run_1/pinout.png
Pins as bars across the die edge, other pins in grey.
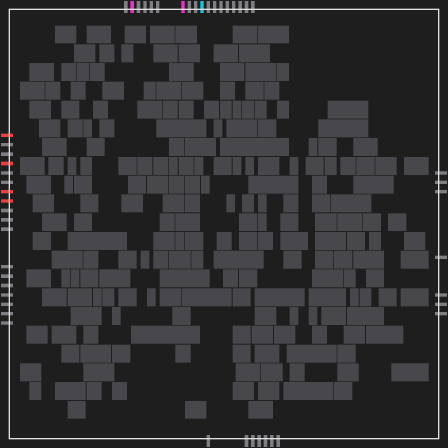
run_1/class_map.png
Scale bar: 20 um.
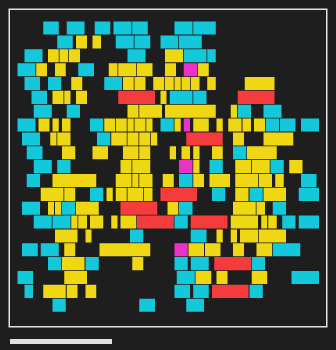
run_1/sizing.png
Scale bar: 20 um.
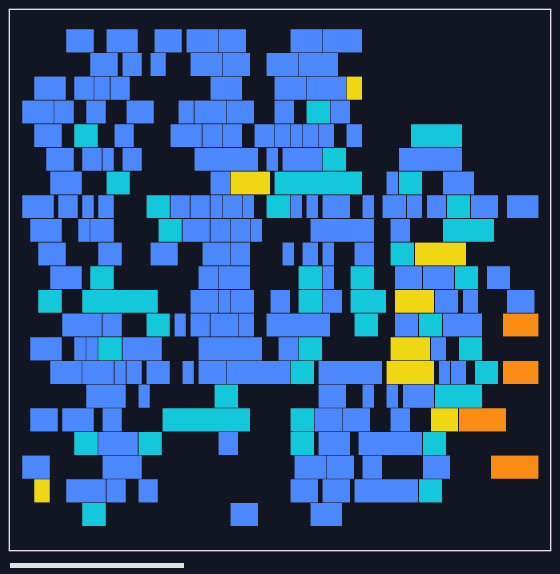
--- src/rtl/multicycle_pkg.sv ---
// Shared encodings for the multicycle ARM controller: FSM states, ALU
// control codes, data-processing cmd field, condition codes and the
// datapath mux select encodings.
package multicycle_pkg;

  // FSM state codes (4 bits wide; debug output zero-extends as needed)
  localparam logic [3:0] S_FETCH  = 4'd0;
  localparam logic [3:0] S_DECODE = 4'd1;
  localparam logic [3:0] S_EXECR  = 4'd2;
  localparam logic [3:0] S_EXECI  = 4'd3;
  localparam logic [3:0] S_ALUWB  = 4'd4;
  localparam logic [3:0] S_MEMADR = 4'd5;
  localparam logic [3:0] S_MEMRD  = 4'd6;
  localparam logic [3:0] S_MEMWB  = 4'd7;
  localparam logic [3:0] S_MEMWR  = 4'd8;
  localparam logic [3:0] S_BRANCH = 4'd9;

  // ALUControl codes
  localparam logic [3:0] ALU_AND = 4'b0000;
  localparam logic [3:0] ALU_CMP = 4'b0010;
  localparam logic [3:0] ALU_ADD = 4'b0100;
  localparam logic [3:0] ALU_SUB = 4'b0110;
  localparam logic [3:0] ALU_ORR = 4'b1100;
  localparam logic [3:0] ALU_MOV = 4'b1101;

  // Data-processing cmd field, Instr[24:21]
  localparam logic [3:0] CMD_AND = 4'b0000;
  localparam logic [3:0] CMD_SUB = 4'b0010;
  localparam logic [3:0] CMD_ADD = 4'b0100;
  localparam logic [3:0] CMD_CMP = 4'b1010;
  localparam logic [3:0] CMD_ORR = 4'b1100;
  localparam logic [3:0] CMD_MOV = 4'b1101;

  // Instruction class, Instr[27:26]
  localparam logic [1:0] OP_DP  = 2'b00;
  localparam logic [1:0] OP_MEM = 2'b01;
  localparam logic [1:0] OP_BR  = 2'b10;

  // Condition codes, Instr[31:28]
  localparam logic [3:0] COND_EQ = 4'b0000;
  localparam logic [3:0] COND_NE = 4'b0001;
  localparam logic [3:0] COND_CS = 4'b0010;
  localparam logic [3:0] COND_CC = 4'b0011;
  localparam logic [3:0] COND_MI = 4'b0100;
  localparam logic [3:0] COND_PL = 4'b0101;
  localparam logic [3:0] COND_VS = 4'b0110;
  localparam logic [3:0] COND_VC = 4'b0111;
  localparam logic [3:0] COND_HI = 4'b1000;
  localparam logic [3:0] COND_LS = 4'b1001;
  localparam logic [3:0] COND_GE = 4'b1010;
  localparam logic [3:0] COND_LT = 4'b1011;
  localparam logic [3:0] COND_GT = 4'b1100;
  localparam logic [3:0] COND_LE = 4'b1101;
  localparam logic [3:0] COND_AL = 4'b1110;
  localparam logic [3:0] COND_NV = 4'b1111;

  // ResultSrc encodings
  localparam logic [1:0] RES_ALUOUT = 2'b00;
  localparam logic [1:0] RES_MEM    = 2'b01;
  localparam logic [1:0] RES_ALU    = 2'b10;

  // ALUSrcB encodings
  localparam logic [1:0] SRCB_REG  = 2'b00;
  localparam logic [1:0] SRCB_IMM  = 2'b01;
  localparam logic [1:0] SRCB_FOUR = 2'b10;

  // ImmSrc encodings
  localparam logic [1:0] IMM_DP  = 2'b00;
  localparam logic [1:0] IMM_MEM = 2'b01;
  localparam logic [1:0] IMM_BR  = 2'b10;

  // Maps a DP cmd to {supported, ALUControl}. Unsupported cmds return
  // supported=0 so DECODE can flag them as illegal.
  function automatic logic [4:0] dp_decode(input logic [3:0] cmd);
    logic [4:0] r;
    case (cmd)
      CMD_ADD: r = {1'b1, ALU_ADD};
      CMD_SUB: r = {1'b1, ALU_SUB};
      CMD_CMP: r = {1'b1, ALU_CMP};
      CMD_AND: r = {1'b1, ALU_AND};
      CMD_ORR: r = {1'b1, ALU_ORR};
      CMD_MOV: r = {1'b1, ALU_MOV};
      default: r = {1'b0, ALU_ADD};
    endcase
    return r;
  endfunction

endpackage

--- src/rtl/cond_check.sv ---
// Purpose: ARM condition-code evaluation against the registered NZCV flags.
// Latency: combinational. Backpressure: none.
// Ports: cond/flags in; cond_met (instruction executes), flag_write
//        (flag update requested and permitted by the condition) out.
module cond_check
  import multicycle_pkg::*;
(
  input  logic [3:0] cond,
  input  logic [3:0] flags,
  input  logic       set_flags_req,
  output logic       cond_met,
  output logic       flag_write
);

  logic n, z, c, v;
  assign {n, z, c, v} = flags;

  always_comb begin
    cond_met = 1'b0;
    case (cond)
      COND_EQ: cond_met = z;
      COND_NE: cond_met = ~z;
      COND_CS: cond_met = c;
      COND_CC: cond_met = ~c;
      COND_MI: cond_met = n;
      COND_PL: cond_met = ~n;
      COND_VS: cond_met = v;
      COND_VC: cond_met = ~v;
      COND_HI: cond_met = c & ~z;
      COND_LS: cond_met = ~c | z;
      COND_GE: cond_met = (n == v);
      COND_LT: cond_met = (n != v);
      COND_GT: cond_met = ~z & (n == v);
      COND_LE: cond_met = z | (n != v);
      COND_AL: cond_met = 1'b1;
      COND_NV: cond_met = 1'b0;
      default: cond_met = 1'b0;
    endcase
  end

  assign flag_write = cond_met & set_flags_req;

endmodule

--- src/rtl/multicycle_controller.sv ---
// Purpose: multicycle ARM controller FSM with NZCV flag register, BL and illegal decode.
// Latency: DP 4, CMP 3, LDR 5, STR 4, B/BL 3, squashed 2 cycles per instruction.
// Backpressure: none; one state per clock, no stalls.
// Ports: Instr fields (COND/OP/FUNCT/RD__) and ALU_Flags in; datapath
//        enables/mux selects, ALUControl, registered Flags, illegal pulse,
//        state_dbg out.
module multicycle_controller
  import multicycle_pkg::*;
#(
  parameter int ALUCTRL_W = 4,
  parameter int ENABLE_BL = 1,
  parameter int STATE_W   = 4
) (
  input  logic                 clk,
  input  logic                 reset,
  input  logic [3:0]           COND,
  input  logic [1:0]           OP,
  input  logic [5:0]           FUNCT,
  input  logic [3:0]           RD__,
  input  logic [3:0]           ALU_Flags,
  output logic                 IRWrite,
  output logic                 PCWrite,
  output logic                 AdrSrc,
  output logic                 MemWrite,
  output logic                 RegWrite,
  output logic                 R14_select_address,
  output logic [1:0]           ResultSrc,
  output logic                 ALUSrcA,
  output logic [1:0]           ALUSrcB,
  output logic [1:0]           ImmSrc,
  output logic [1:0]           RegSrc,
  output logic [ALUCTRL_W-1:0] ALUControl,
  output logic [3:0]           Flags,
  output logic                 illegal,
  output logic [STATE_W-1:0]   state_dbg
);

  localparam logic BL_ON = (ENABLE_BL != 0);

  logic [3:0] state_q, state_d;
  logic [3:0] flags_q, flags_d;
  logic       cond_met_q, cond_met_d;

  logic [3:0] cmd;
  logic       dp_legal, is_cmp, bl_en, rd_pc;
  logic [3:0] dp_ctl;
  logic       cond_met, flag_write;

  logic       ir_wr, pc_wr, adr, mem_wr, reg_wr, r14, ill;
  logic [1:0] res_src, src_b, imm_src, reg_src;
  logic       src_a;
  logic [3:0] alu_ctl;

  assign cmd                = FUNCT[4:1];
  assign {dp_legal, dp_ctl} = dp_decode(cmd);
  assign is_cmp             = (cmd == CMD_CMP);
  assign bl_en              = BL_ON & FUNCT[4];
  assign rd_pc              = (RD__ == 4'hF);

  // Flags are stable from DECODE through EXEC (they only change at the
  // end of EXEC), so the same evaluation serves both states.
  cond_check u_cond_check (
    .cond          (COND),
    .flags         (flags_q),
    .set_flags_req (FUNCT[0] | is_cmp),
    .cond_met      (cond_met),
    .flag_write    (flag_write)
  );

  always_comb begin
    state_d    = state_q;
    flags_d    = flags_q;
    cond_met_d = cond_met_q;
    ir_wr      = 1'b0;
    pc_wr      = 1'b0;
    adr        = 1'b0;
    mem_wr     = 1'b0;
    reg_wr     = 1'b0;
    r14        = 1'b0;
    ill        = 1'b0;
    res_src    = RES_ALUOUT;
    src_a      = 1'b0;
    src_b      = SRCB_REG;
    alu_ctl    = ALU_ADD;
    // Immediate/register selects follow the instruction class for every
    // post-fetch state: EXECI, MEMADR and BRANCH consume ExtImm, and the
    // register read ports must keep pointing at the same operands.
    imm_src    = IMM_DP;
    reg_src    = 2'b00;
    if (state_q != S_FETCH) begin
      imm_src = (OP == OP_MEM) ? IMM_MEM : ((OP == OP_BR) ? IMM_BR : IMM_DP);
      reg_src = {OP == OP_MEM, OP == OP_BR};
    end

    case (state_q)
      S_FETCH: begin
        ir_wr   = 1'b1;
        pc_wr   = 1'b1;
        src_a   = 1'b1;
        src_b   = SRCB_FOUR;
        res_src = RES_ALU;
        state_d = S_DECODE;
      end
      S_DECODE: begin
        src_a      = 1'b1;
        src_b      = SRCB_FOUR;
        cond_met_d = cond_met;
        state_d    = S_FETCH;
        if (cond_met) begin
          case (OP)
            OP_MEM: state_d = S_MEMADR;
            OP_BR:  state_d = S_BRANCH;
            OP_DP: begin
              if (dp_legal) state_d = FUNCT[5] ? S_EXECI : S_EXECR;
              else          ill     = 1'b1;
            end
            default: ill = 1'b1;
          endcase
        end
      end
      S_EXECR, S_EXECI: begin
        src_b   = (state_q == S_EXECI) ? SRCB_IMM : SRCB_REG;
        alu_ctl = dp_ctl;
        if (cond_met_q && flag_write) flags_d = ALU_Flags;
        state_d = is_cmp ? S_FETCH : S_ALUWB;
      end
      S_ALUWB: begin
        reg_wr  = cond_met_q;
        pc_wr   = cond_met_q & rd_pc;
        res_src = RES_ALUOUT;
        state_d = S_FETCH;
      end
      S_MEMADR: begin
        src_b   = SRCB_IMM;
        state_d = FUNCT[0] ? S_MEMRD : S_MEMWR;
      end
      S_MEMRD: begin
        adr     = 1'b1;
        state_d = S_MEMWB;
      end
      S_MEMWB: begin
        reg_wr  = cond_met_q;
        pc_wr   = cond_met_q & rd_pc;
        res_src = RES_MEM;
        state_d = S_FETCH;
      end
      S_MEMWR: begin
        adr     = 1'b1;
        mem_wr  = cond_met_q;
        state_d = S_FETCH;
      end
      S_BRANCH: begin
        src_a   = 1'b1;
        src_b   = SRCB_IMM;
        res_src = RES_ALU;
        pc_wr   = cond_met_q;
        reg_wr  = cond_met_q & bl_en;
        r14     = bl_en;
        state_d = S_FETCH;
      end
      default: state_d = S_FETCH;
    endcase
  end

  always_ff @(posedge clk) begin
    if (reset) begin
      state_q    <= S_FETCH;
      flags_q    <= 4'b0000;
      cond_met_q <= 1'b0;
    end else begin
      state_q    <= state_d;
      flags_q    <= flags_d;
      cond_met_q <= cond_met_d;
    end
  end

  // Reset masks every enable in the cycle it is asserted, so an aborted
  // instruction cannot commit anything, and the registered outputs read 0.
  assign IRWrite            = ir_wr  & ~reset;
  assign PCWrite            = pc_wr  & ~reset;
  assign MemWrite           = mem_wr & ~reset;
  assign RegWrite           = reg_wr & ~reset;
  assign illegal            = ill    & ~reset;
  assign AdrSrc             = adr;
  assign R14_select_address = r14;
  assign ResultSrc          = res_src;
  assign ALUSrcA            = src_a;
  assign ALUSrcB            = src_b;
  assign ImmSrc             = imm_src;
  assign RegSrc             = reg_src;
  assign ALUControl         = ALUCTRL_W'(alu_ctl);
  assign Flags              = reset ? 4'b0000 : flags_q;
  assign state_dbg          = reset ? '0 : STATE_W'(state_q);

endmodule

--- config.mk ---
export PLATFORM = sky130hd
export DESIGN_NAME = multicycle_controller
export DESIGN_NICKNAME = d
export VERILOG_FILES = /design/src/rtl/multicycle_pkg.sv /design/src/rtl/cond_check.sv /design/src/rtl/multicycle_controller.sv
export SDC_FILE = /design/constraint.sdc
export NUM_CORES = 1
export LEC_CHECK = 0
export ABC_AREA = 0
export ABC_CLOCK_PERIOD_IN_PS = 3400
export CAP_MARGIN = 20
export CORE_UTILIZATION = 30
export DETAILED_ROUTE_END_ITERATION = 8
export PLACE_DENSITY = 0.63
export SLEW_MARGIN = 10
export SYNTH_ARGS = -nofsm -noshare
export SYNTH_HDL_FRONTEND = slang
export SYNTH_SLANG_ARGS = --single-unit
--- constraint.sdc ---
create_clock -name clk -period 3.4 [get_ports clk]
set_input_delay 1.02 -clock clk [delete_from_list [all_inputs] [get_ports clk]]
set_output_delay 1.02 -clock clk [all_outputs]
set_load 0.02 [all_outputs]
==> impl_metrics.tcl, run 1 <==
# yosys + openroad results
set metrics [dict create \
    status "finished, violations left" \
    violations "setup timing" \
    root_buffer "clkbuf_4" \
    synth_seq_share_pct 16.67 \
    numSynthFlops 9 \
    avgSynthCellArea_um2 7.560 \
    slowest_delay_ps 360 \
    fin_skew_ps 8.703 \
    yosys-top-cells-count "nor2b_1 (17), nand2_1 (10), dfxtp_1 (9), nor2_1 (9), clkbuf_1 (7)" \
    rr_worst_depth 8 \
    setup_slack_ps -112.4 \
    buf_share_pct 37.19 \
    yosys.area_share.simple_pct 37.04 \
    hold_end "cond_met_q" \
    synth_area_um2 1081 \
    yosysMostFrequentCell "nor2b_1" \
    seq-cell-share_pct 9.581 \
    path_buffers 3 \
    grt_use_total_pct 18.78 \
    final_cell_mix "buf_4 (29), clkdlybuf4s50_1 (19), nor2b_1 (17), dlygate4sd2_1 (17), nand2_1 (10)" \
    dominant_cells "multi-input combinational cells" \
    cpMaxStageDelayCell "or3_4" \
    timing.rr.end "flags_q[3]" \
    post_drt_wl_per_cell_um 13.33 \
    max-vdd-ir-drop_uv 88.86 \
    n_fill_cell 337 \
    n_all_buffers 78 \
    dieWidth_um 62.03 \
    yosysTopAreaCellShare_pct 16.67 \
    grt_pass1_vias 1220 \
    top_usage_layer "met2" \
    cts_buffers 3 \
    compound_area_share_pct 25.46 \
    io-pin-count 50 \
    synthCells 143 \
    place_area_um2 1774 \
    setup_viol 1 \
    synth.distinct_cells 51 \
    adder_share_pct 6.944 \
    powerDensity_nw_per_um2 211.6 \
    clk_pin_slew_worst_paths_ps 70 \
    grtUsageMet2_pct 33.43 \
    period_minus_slack_ps 3512 \
    use_met1_pct 21.85 \
    syn-num-nets 171 \
    place_congestion 0.7404 \
    ys_chip_area_um2 1081 \
    rows 21 \
    edf_count 0 \
    regArea_um2 180.2 \
    min_from "cond_met_q" \
    viasPerCell 5.031 \
    cp-startpoint "COND[1]" \
    antenna_found_initial 0 \
    dieHeight_um 62.03 \
    layout_top_cell "buf_4" \
    drv_cap 0 \
    required_ps 2380 \
    post_cts_buffers 2 \
    insertion_delay_ps 270 \
    overflow 0 \
    tightest_slew_ps 564.1 \
    r2r_start "flags_q[3]" \
    ff_count 9 \
    cts_tree "yes" \
    clock_area_share_pct 1.397 \
    rsz0062_at_grt "true" \
    htreeDepth 1 \
    cts_hold_buf 0 \
    warnings 34 \
    taps 46 \
    met3_usage_pct 3.934 \
    logic_area_um2 898.4 \
    dp_slack_ps -1159 \
    cp_cell_sequence "buf_8, buf_8, xor2_2, a311oi_2, o211ai_2, a211oi_2, or3_4, nor4b_4, buf_4" \
    cp_max_fo 5 \
    routed_wl_um 3439 \
    cts_resized 61 \
    ff_type "dfxtp_1" \
    relSlewSlack_pct 62.05 \
    comb.multi_input.count 116 \
    yosys_cells 143 \
    end_kind "output pin" \
    yosysTopAreaCell "dfxtp_1" \
    cp_common_cell "buf_8" \
    logic_family "simple AND/OR/NAND/NOR gates" \
    inverters 5 \
    synthXorXnorAreaFrac_pct 4.051 \
    slew_viol_final 0 \
    clockBufferDepth 2 \
    worstSetupPathDepth 9 \
    crit_arrival_ps 2490 \
    synthArstFlopShare_pct 0 \
    grt_start_max_net_pins 20 \
    num_vias 1298 \
    max_clock_freq_ghz 0.2847 \
    initialDrtViolationCount 46 \
    min_period_over_period_pct 103.3 \
    dieArea_um2 3848 \
    clock_sinks 9 \
    grt_first_pass_wirelength_um 5326 \
    critPathLaunchType "primary input" \
    clock_buffers 4 \
    drtAntennaViolNets 0 \
    path_class "in -> out" \
    antenna_cells 0 \
]
Back to the opening pictures, pinout.png:
Red marks ALUControl, pins 4, direction output, edge left. Magenta marks ALUSrcB, pins 2, direction output, edge top. Cyan marks R14_select_address, pins 1, direction output, edge top.
All pins by edge: 18 left, 18 top, 7 bottom, 7 right.

Back to the opening pictures, class_map.png:
Magenta marks clock drivers and dummy loads, cells 4. Yellow marks remaining logic cells, cells 121. Cyan marks remaining buffers and delay cells, cells 78. Red marks registers, cells 9.
Core ar.: 3390 um^2
final core utilization: 55.48%

Back to the opening pictures, sizing.png:
Yellow marks x2, cells 8. Blue marks x1 and smaller, cells 161. Cyan marks x3 and x4, cells 39. Orange marks x6 and larger, cells 4.
Finished Cell Area: 1881 um^2
Final WS setup: -112.4 ps
Syn-to-layout area delta: 73.96%

run 1: flip-flops by register name (all words and copies together), names as in the netlist:
name / flops
state_q: 4
flags_q: 4
cond_met_q: 1
run 1: power by group:
part	internal, uW	switching (uW)	total [uW]
Sequential	110	4.00	114
Combinational	98.8	98.4	197
Clock	45.4	41.7	87.1
Total	254	144	398
run 1: per-stage QoR:
stage	instances	util (%)	hold WS, ps
after floorplan	143	-	457.9
after global placement	252	52.34	481.2
after detailed placement	252	52.34	480.1
after CTS	258	54.12	487.9
after global routing	258	55.48	537.9
final	258	55.48	486.5
run 1: metal layers:
metal / vias up / wire, um
met2: 34 / 1798
li1: 655 / -
met5: - / 0
met1: 607 / 1465
met3: 2 / 158
met4: 0 / 16
run_1/clock_nets.png
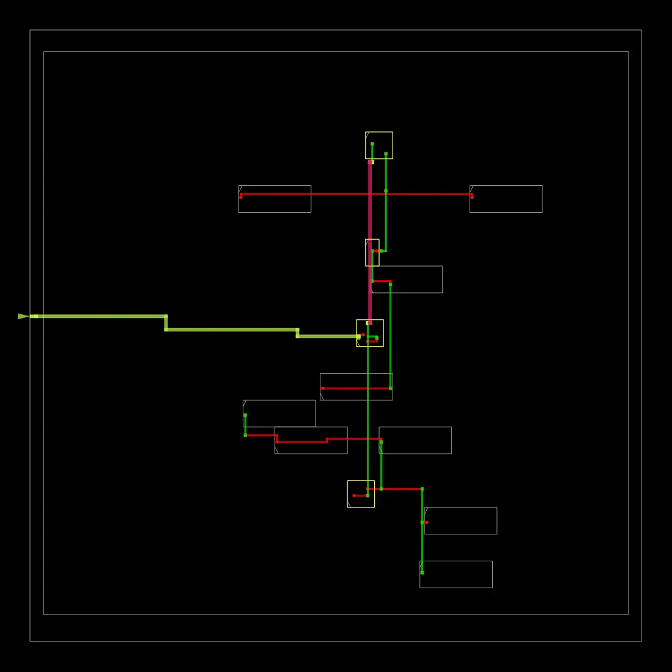

==> inputs of run 2 (changes only) <==
--- a/config.mk
+++ b/config.mk
@@ -11,6 +11,7 @@
 export CORE_UTILIZATION = 30
 export DETAILED_ROUTE_END_ITERATION = 8
 export PLACE_DENSITY = 0.63
+export REMOVE_ABC_BUFFERS = 1
 export SLEW_MARGIN = 10
 export SYNTH_ARGS = -nofsm -noshare
 export SYNTH_HDL_FRONTEND = slang
run_2/clock_nets.png
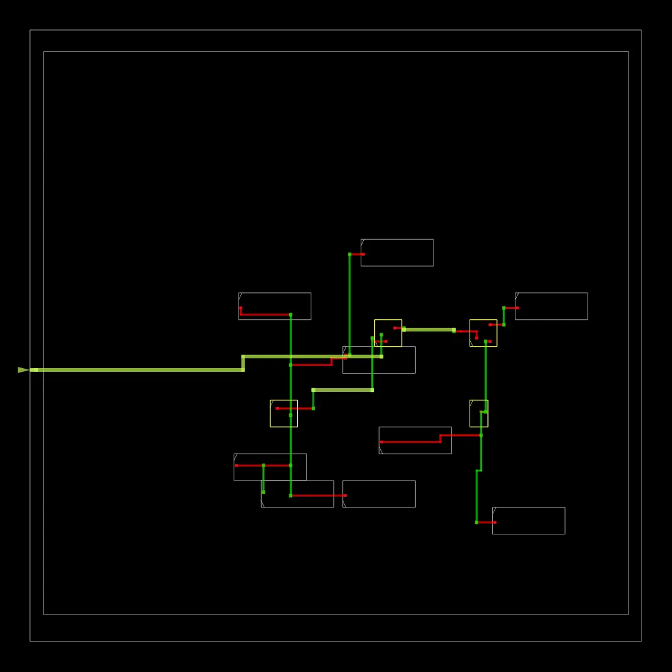
seq_cells: 9
Worst-Skew Late Latency: 270 ps
clock group power: 86.8 uW
Clock buffer cells: 3

==> run 2 against run 1 <==
  * The flow still finishes with violations (setup timing)
  * Die area did not move
  * Worst hold slack improved by 24 ps
  * Power is 2.9% lower
  * Fmax decreased by 0.41%
  * Synthesized cell count stayed put
  * Utilization decreased by 2.1 points
  * First-iteration DRC count grew 28%
  * Combinational power shrank 5%
  * Sequential share of layout area rose by 0.37 points
  * Final area decreased by 3.7%
  * Global-route usage decreased by 0.68 points
  * Final cell count down 1.2%
  * Largest power group unchanged
==> impl_metrics.tcl, run 2 <==
# yosys + openroad results
set metrics [dict create \
    max_clock_freq_ghz 0.2835 \
    numSynthFlops 9 \
    drtAntennaViolNets 0 \
    grt_pass1_vias 1245 \
    dieArea_um2 3848 \
    reg.largest.list "flags_q x4, state_q x4, cond_met_q x1" \
    io-pin-count 50 \
    period_minus_slack_ps 3527 \
    n_fill_cell 329 \
    synthArstFlopShare_pct 0 \
    warnings 32 \
    rsz0062_at_grt "true" \
    min_period_over_period_pct 103.7 \
    place_area_um2 1758 \
    dp_slack_ps -1141 \
    dpl.cell_count 251 \
    grt_start_max_net_pins 20 \
    yosysMostFrequentCell "nor2b_1" \
    layout_top_cell "buf_4" \
    initialDrtViolationCount 59 \
    post_cts_buffers 0 \
    cts_tree "yes" \
    synth_seq_share_pct 16.67 \
    syn_to_final_growth_pct 67.48 \
    worstSetupPathDepth 9 \
    synthCells 143 \
    cts_hold_buf 0 \
    drv_cap 0 \
    avgSynthCellArea_um2 7.560 \
    cts_buffers 3 \
    fin_area_um2 1810 \
    timing.rr.end "flags_q[1]" \
    end_kind "output pin" \
    n_all_buffers 75 \
    max-vdd-ir-drop_uv 108.0 \
    dieHeight_um 62.03 \
    slew_viol_final 0 \
    overflow 0 \
    layoutNonFillerInstCount 255 \
    place_congestion 0.8106 \
    ys_chip_area_um2 1081 \
    r2r_start "flags_q[3]" \
    ff_type "dfxtp_1" \
    relSlewSlack_pct 63.25 \
    post_drt_wl_per_cell_um 13.76 \
    final_util_pct 53.41 \
    setup_slack_ps -126.9 \
    met3_usage_pct 5.383 \
    fin_skew_ps 4.842 \
    required_ps 2380 \
    comb.multi_input.count 116 \
    num_vias 1330 \
    clockBufferDepth 2 \
    yosysTopAreaCell "dfxtp_1" \
    final_cell_mix "buf_4 (24), clkdlybuf4s50_1 (19), nor2b_1 (17)" \
    core-area_um2 3390 \
    path_buffers 3 \
    buf_share_pct 36.83 \
    min_from "cond_met_q" \
    yosys.area_share.simple_pct 37.04 \
    use_met1_pct 21.86 \
    slowest_delay_ps 300 \
    clock_sinks 9 \
    adder_share_pct 6.944 \
    violations "setup timing" \
    antenna_found_initial 0 \
    rr_worst_depth 7 \
    timing.hold.ws_ps 510.2 \
    status "finished, violations left" \
    synthXorXnorAreaFrac_pct 4.051 \
    cpMaxStageDelayCell "a311oi_2" \
    clock_area_share_pct 1.520 \
    cp_max_fo 6 \
    tightest_slew_ps 546.2 \
    routed_wl_um 3508 \
    rows 21 \
    seq-cell-share_pct 9.952 \
    setup_viol 1 \
    yosys-top-cells-count "nor2b_1 (17), nand2_1 (10), dfxtp_1 (9), nor2_1 (9), clkbuf_1 (7)" \
    antenna_cells 0 \
    powerDensity_nw_per_um2 213.4 \
    htreeDepth 1 \
    grt_first_pass_wirelength_um 5223 \
    cp_cell_sequence "buf_8, buf_6, xor2_2, a311oi_2, o211ai_2, a211oi_2, or3_4, nor4b_2, buf_2" \
]
## run 2: cell types whose count changed in the layout (fill, tap and decap cells not counted), sizes merged
cell,before,now
dlygate4sd2,17,15
clkinv,0,1
clkbuf,5,6
buf,34,31
## run 2: where the power goes
group,switching [uW],internal [uW]
sequential,3.18,110
clock,43.3,43.5
combinational,95.2,91.7
total,142,245
## run 2: routing by layer
| layer | vias to the layer above | wire, um |
|---|---|---|
| met1 | 632 | 1423 |
| met2 | 43 | 1881 |
| li1 | 651 | - |
| met4 | 0 | 48 |
| met3 | 4 | 155 |
| met5 | - | 0 |
## run 2: timing repair
item                       in CTS  in global routing
pin swaps                       8                 11
setup endpoints to repair      22                  8
resized                        55                 20
Power figures rest on the tool's default switching activity, not on a simulated workload.
